**src/rtl/his_builder_zoom_if.sv**
```systemverilog
// Bus between the rough-data front end and the zoom histogram builder.
// The master drives acquisition controls and the slave returns readout and result.
interface his_builder_zoom_if #(
    parameter int CB = 3,
    parameter int FB = 3,
    parameter int CW = 8
);
    localparam int IW = (CB > FB) ? CB : FB;

    logic              start;
    logic              wrEn;
    logic [CB+FB-1:0]  addr;
    logic              hisNum;
    logic              acq_count_finish;
    logic              bin_valid;
    logic [IW-1:0]     bin_idx;
    logic [CW-1:0]     binCounts;
    logic [CB-1:0]     peak_coarse;
    logic [FB-1:0]     peak_fine;
    logic [CB+FB-1:0]  tof;
    logic              hit;
    logic              result_valid;
    logic              overrun;

    modport master (
        output start, wrEn, addr,
        input  hisNum, acq_count_finish, bin_valid, bin_idx, binCounts,
               peak_coarse, peak_fine, tof, hit, result_valid, overrun
    );

    modport slave (
        input  start, wrEn, addr,
        output hisNum, acq_count_finish, bin_valid, bin_idx, binCounts,
               peak_coarse, peak_fine, tof, hit, result_valid, overrun
    );
endinterface

```
**src/rtl/his_builder_zoom.sv**
```systemverilog
// Two-pass coarse/fine histogram on TDC rough-data addresses: the coarse pass locates
// the peak region, and the fine pass resolves it. Both passes share one counter bank.
module his_builder_zoom #(
    parameter int CB    = 3,
    parameter int FB    = 3,
    parameter int CW    = 8,
    parameter int N_ACQ = 4
) (
    input  logic               clk,
    input  logic               res,
    his_builder_zoom_if.slave  bus
);
    localparam int IW = (CB > FB) ? CB : FB;
    localparam int NB = 1 << IW;
    localparam int AW = $clog2(N_ACQ + 1);
    localparam logic [IW:0] NBC = (IW+1)'(1 << CB);
    localparam logic [IW:0] NBF = (IW+1)'(1 << FB);

    typedef enum logic [2:0] {IDLE, ACQ_C, READ_C, ACQ_F, READ_F, DONE} state_t;

    state_t             state_q;
    logic [CW-1:0]      bins_q [NB];
    logic [AW-1:0]      acq_q;
    logic [IW:0]        rd_q;
    logic [CW-1:0]      max_q;
    logic [IW-1:0]      max_idx_q;
    logic               his_q, fin_q, bv_q, hit_q, rv_q, ovr_q;
    logic [IW-1:0]      bidx_q;
    logic [CW-1:0]      bcnt_q;
    logic [CB-1:0]      pc_q;
    logic [FB-1:0]      pf_q;
    logic [CB+FB-1:0]   tof_q;

    logic               in_acq, in_read, rd_en, wr_hit_d;
    logic [IW-1:0]      wr_idx_d, rd_idx;
    logic [IW:0]        n_bins;

    assign in_acq  = (state_q == ACQ_C) || (state_q == ACQ_F);
    assign in_read = (state_q == READ_C) || (state_q == READ_F);
    assign n_bins  = (state_q == READ_C) ? NBC : NBF;
    assign rd_idx  = rd_q[IW-1:0];
    assign rd_en   = in_read && (rd_q != n_bins);

    // Fine pass only accepts hits that fall inside the coarse peak region.
    always_comb begin
        wr_idx_d = '0;
        wr_hit_d = 1'b0;
        if (state_q == ACQ_C) begin
            wr_idx_d[CB-1:0] = bus.addr[CB+FB-1:FB];
            wr_hit_d = bus.wrEn && (bus.addr != '0);
        end else if (state_q == ACQ_F) begin
            wr_idx_d[FB-1:0] = bus.addr[FB-1:0];
            wr_hit_d = bus.wrEn && (bus.addr != '0) && (bus.addr[CB+FB-1:FB] == pc_q);
        end
    end

    // Saturating increment during acquisition, and clear-on-read during readout.
    always_ff @(posedge clk or posedge res) begin
        if (res) begin
            for (int i = 0; i < NB; i++) bins_q[i] <= '0;
        end else if (wr_hit_d && (bins_q[wr_idx_d] != '1)) begin
            bins_q[wr_idx_d] <= bins_q[wr_idx_d] + 1'b1;
        end else if (rd_en) begin
            bins_q[rd_idx] <= '0;
        end
    end

    always_ff @(posedge clk or posedge res) begin
        if (res) begin
            state_q   <= IDLE;
            acq_q     <= '0;
            rd_q      <= '0;
            max_q     <= '0;
            max_idx_q <= '0;
            his_q     <= 1'b0;
            fin_q     <= 1'b0;
            bv_q      <= 1'b0;
            bidx_q    <= '0;
            bcnt_q    <= '0;
            pc_q      <= '0;
            pf_q      <= '0;
            tof_q     <= '0;
            hit_q     <= 1'b0;
            rv_q      <= 1'b0;
            ovr_q     <= 1'b0;
        end else begin
            fin_q <= 1'b0;
            bv_q  <= 1'b0;
            rv_q  <= 1'b0;
            if (bus.wrEn && !in_acq && (state_q != IDLE)) ovr_q <= 1'b1;
            case (state_q)
                IDLE, DONE: begin
                    if (bus.start) begin
                        state_q <= ACQ_C;
                        acq_q   <= '0;
                        ovr_q   <= 1'b0;
                        hit_q   <= 1'b0;
                        pc_q    <= '0;
                        pf_q    <= '0;
                        tof_q   <= '0;
                        his_q   <= 1'b0;
                    end
                end
                ACQ_C, ACQ_F: begin
                    if (bus.wrEn) begin
                        if (acq_q == AW'(N_ACQ - 1)) begin
                            acq_q     <= '0;
                            fin_q     <= 1'b1;
                            rd_q      <= '0;
                            max_q     <= '0;
                            max_idx_q <= '0;
                            state_q   <= (state_q == ACQ_C) ? READ_C : READ_F;
                        end else begin
                            acq_q <= acq_q + 1'b1;
                        end
                    end
                end
                READ_C, READ_F: begin
                    if (rd_q != n_bins) begin
                        bv_q   <= 1'b1;
                        bidx_q <= rd_idx;
                        bcnt_q <= bins_q[rd_idx];
                        // Strictly greater keeps the lowest index on ties.
                        if (bins_q[rd_idx] > max_q) begin
                            max_q     <= bins_q[rd_idx];
                            max_idx_q <= rd_idx;
                        end
                        rd_q <= rd_q + 1'b1;
                    end else if (state_q == READ_C) begin
                        pc_q <= max_idx_q[CB-1:0];
                        if (max_q != '0) begin
                            hit_q   <= 1'b1;
                            his_q   <= 1'b1;
                            acq_q   <= '0;
                            state_q <= ACQ_F;
                        end else begin
                            hit_q   <= 1'b0;
                            pf_q    <= '0;
                            tof_q   <= '0;
                            rv_q    <= 1'b1;
                            state_q <= DONE;
                        end
                    end else begin
                        pf_q    <= max_idx_q[FB-1:0];
                        tof_q   <= {pc_q, max_idx_q[FB-1:0]};
                        rv_q    <= 1'b1;
                        his_q   <= 1'b0;
                        state_q <= DONE;
                    end
                end
                default: state_q <= IDLE;
            endcase
        end
    end

    assign bus.hisNum           = his_q;
    assign bus.acq_count_finish = fin_q;
    assign bus.bin_valid        = bv_q;
    assign bus.bin_idx          = bidx_q;
    assign bus.binCounts        = bcnt_q;
    assign bus.peak_coarse      = pc_q;
    assign bus.peak_fine        = pf_q;
    assign bus.tof              = tof_q;
    assign bus.hit              = hit_q;
    assign bus.result_valid     = rv_q;
    assign bus.overrun          = ovr_q;
endmodule

```
**src/flat_wrapper.sv**
```systemverilog
// flat-port wrapper written by rule: the top's interface ports become plain ports
module his_builder_zoom_flat 
#(
    parameter int CB    = 3,
    parameter int FB    = 3,
    parameter int CW    = 8,
    parameter int N_ACQ = 4
)
  (clk, res, bus_start, bus_wrEn, bus_addr, bus_hisNum, bus_acq_count_finish, bus_bin_valid, bus_bin_idx, bus_binCounts, bus_peak_coarse, bus_peak_fine, bus_tof, bus_hit, bus_result_valid, bus_overrun);
  his_builder_zoom_if #(.CB(CB), .FB(FB), .CW(CW)) bus_i ();
  input  logic clk;
  input  logic res;
  input wire logic [$bits(bus_i.start)-1:0] bus_start;
  input wire logic [$bits(bus_i.wrEn)-1:0] bus_wrEn;
  input wire logic [$bits(bus_i.addr)-1:0] bus_addr;
  output wire logic [$bits(bus_i.hisNum)-1:0] bus_hisNum;
  output wire logic [$bits(bus_i.acq_count_finish)-1:0] bus_acq_count_finish;
  output wire logic [$bits(bus_i.bin_valid)-1:0] bus_bin_valid;
  output wire logic [$bits(bus_i.bin_idx)-1:0] bus_bin_idx;
  output wire logic [$bits(bus_i.binCounts)-1:0] bus_binCounts;
  output wire logic [$bits(bus_i.peak_coarse)-1:0] bus_peak_coarse;
  output wire logic [$bits(bus_i.peak_fine)-1:0] bus_peak_fine;
  output wire logic [$bits(bus_i.tof)-1:0] bus_tof;
  output wire logic [$bits(bus_i.hit)-1:0] bus_hit;
  output wire logic [$bits(bus_i.result_valid)-1:0] bus_result_valid;
  output wire logic [$bits(bus_i.overrun)-1:0] bus_overrun;
  assign bus_i.start = bus_start;
  assign bus_i.wrEn = bus_wrEn;
  assign bus_i.addr = bus_addr;
  assign bus_hisNum = bus_i.hisNum;
  assign bus_acq_count_finish = bus_i.acq_count_finish;
  assign bus_bin_valid = bus_i.bin_valid;
  assign bus_bin_idx = bus_i.bin_idx;
  assign bus_binCounts = bus_i.binCounts;
  assign bus_peak_coarse = bus_i.peak_coarse;
  assign bus_peak_fine = bus_i.peak_fine;
  assign bus_tof = bus_i.tof;
  assign bus_hit = bus_i.hit;
  assign bus_result_valid = bus_i.result_valid;
  assign bus_overrun = bus_i.overrun;
  his_builder_zoom #(.CB(CB), .FB(FB), .CW(CW), .N_ACQ(N_ACQ)) u_core (.clk(clk), .res(res), .bus(bus_i));
endmodule
```
**config.mk**
```make
export PLATFORM = sky130hd
export DESIGN_NAME = his_builder_zoom_flat
export DESIGN_NICKNAME = d
export VERILOG_FILES = /design/src/rtl/his_builder_zoom_if.sv /design/src/rtl/his_builder_zoom.sv /design/src/flat_wrapper.sv
export SDC_FILE = /design/constraint.sdc
export NUM_CORES = 1
export LEC_CHECK = 0
export ABC_AREA = 1
export CAP_MARGIN = 20
export CORE_ASPECT_RATIO = 1.5
export CORE_MARGIN = 2
export CORE_UTILIZATION = 40
export DETAILED_ROUTE_END_ITERATION = 10
export MAX_ROUTING_LAYER = met4
export PLACE_DENSITY = 0.56
export SYNTH_ARGS = -nofsm -noshare
export SYNTH_HDL_FRONTEND = slang
export SYNTH_SLANG_ARGS = --single-unit
```
**constraint.sdc**
```tcl
create_clock -name clk -period 3.9 [get_ports clk]
set_input_delay 0.78 -clock clk [delete_from_list [all_inputs] [get_ports clk]]
set_output_delay 0.78 -clock clk [all_outputs]
set_load 0.1 [all_outputs]
```
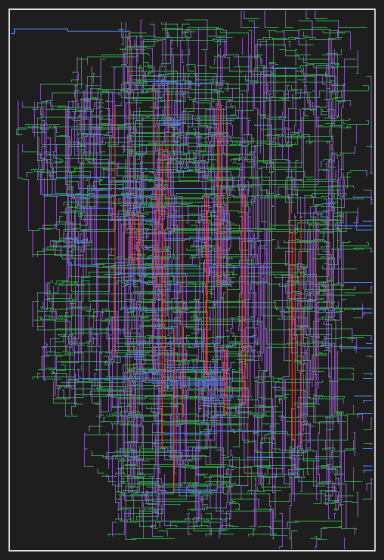
Figure 1: metal layers overlaid.
Key: M2 = purple [wire length 12200 µm]; M4 = red [wire length 1780 µm]; M1 = green [wire length 9750 µm]; M3 = blue [wire length 916 µm]

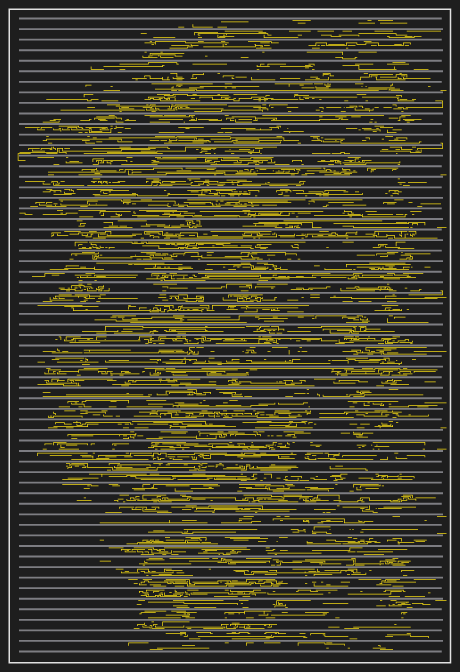
Figure 2: signal wires on met1.
Supply wires on this layer in grey.
The layer holds 40% of the routed length. The layer carries 9750 µm of wire.

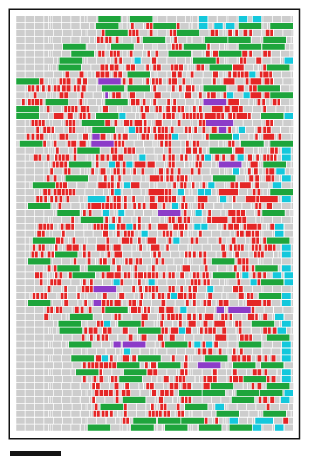
Figure 3: placement by cell class.
The bar under the picture is 20 µm long. Fill, decap, tap and diode cells in grey.
Key: clock drivers and dummy loads = purple [cells 16]; registers = green [cells 111]; remaining logic cells = red [cells 906]; remaining buffers and delay cells = cyan [cells 85]

==> flow_summary.json <==
{
  "fin_util": 0.467,
  "routed_via_density": 5.38,
  "ys_cells": 1047,
  "critPathRequiredTime_ps": 4160,
  "ff2ff_setup_slack_ps": 380,
  "top_area_frac": 0.387,
  "layout_setup_ws_ps": 377,
  "relSlewSlack": 0.348,
  "final_cell_mix": "397 x nand2_1, 132 x inv_1, 111 x dfrtp_1, 95 x nand3_1, 57 x nor2_1",
  "drt_wl_total_um": 24700,
  "nFillCells": 1850,
  "synth_top_cell_by_area": "dfrtp_1",
  "holdPathStages": 2,
  "reg2reg_depth": 15,
  "drc": 0,
  "wl_per_cell_um": 18.5,
  "fin_crit_sh": 0.903,
  "cts_buffers": 9,
  "regMostFlops": "u_core.bins_q",
  "port_buffers": 38,
  "syn_nets": 1069,
  "stdcell_area_um2": 8310,
  "grt_pass1_wl_um": 39000,
  "drv_cap": 0,
  "path_common_cell": "inv_1",
  "die_w_um": 113,
  "outcome": "finished clean",
  "grt_usage": 0.276,
  "place_area_um2": 8000,
  "setup_violations": 0,
  "critPathMaxFanout": 8,
  "cts_tree": "yes",
  "finClkSkew_ps": 8.39,
  "final_cell_count_no_fill": 1335,
  "min_from": "u_core.bus.binCounts[4]$_DFFE_PP0P_"
}
## synth_stat cells (all sizes together)
cell,instances
nand2,409
inv,143
dfrtp,111
nand3,103
o21ai,67
nor2,65
o22ai,33
buf,25
a21oi,15
nand4,14
ha,12
nor3,11
a221oi,8
a22oi,5
clkbuf,5
o211ai,4
nand3b,3
clkinv,2
nor4,2
xor2,2
a211oi,1
a22o,1
and3,1
o2111ai,1
o21a,1
o21bai,1
o31ai,1
or2,1
## routing by layer
layer	global-route usage	wire length (µm)	vias to the layer above
met1	0.305	9750	3362
met4	0.182	1780	0
met2	0.465	12200	231
met5	-	0	-
li1	-	-	3492
met3	0.0342	915	93
## worst max-delay path, delay by kind of cell (launching register included)
family	cells	cell delay (ps)
adder cells (fa/ha/maj)	1	370
AND-OR/OR-AND	5	1130
flip-flops	1	450
AND/OR/NAND/NOR	5	710
buffers and inverters	4	750
## power by group
| part | leakage [nW] | internal [mW] | switching [mW] |
|---|---|---|---|
| clock network | 0.148 | 0.510 | 0.480 |
| registers | 1.51 | 1.48 | 0.385 |
| logic | 2.50 | 1.34 | 3.37 |
| total | 4.16 | 3.34 | 4.24 |
## final cells by class
type | instances | area [µm²] | share of cell area
Tap cell | 217 | 272 | 0.0327
Sequential cell | 111 | 2780 | 0.334
Clock inverter | 6 | 73.8 | 0.00888
Inverter | 145 | 549 | 0.0661
Clock buffer | 10 | 229 | 0.0276
Timing Repair Buffer | 85 | 758 | 0.0913
Multi-Input combinational cell | 761 | 3650 | 0.439
## cell families after synthesis
logic type                 share of synthesized area
and+or+nand+nor                                0.372
buffers and inverters                          0.106
AOI/OAI and AO/OA                              0.112
DFF                                            0.387
adders and majority gates                     0.0209
xor gates and xnor gates                     0.00244
No activity file was given, so power comes from the tool's default toggle rates.
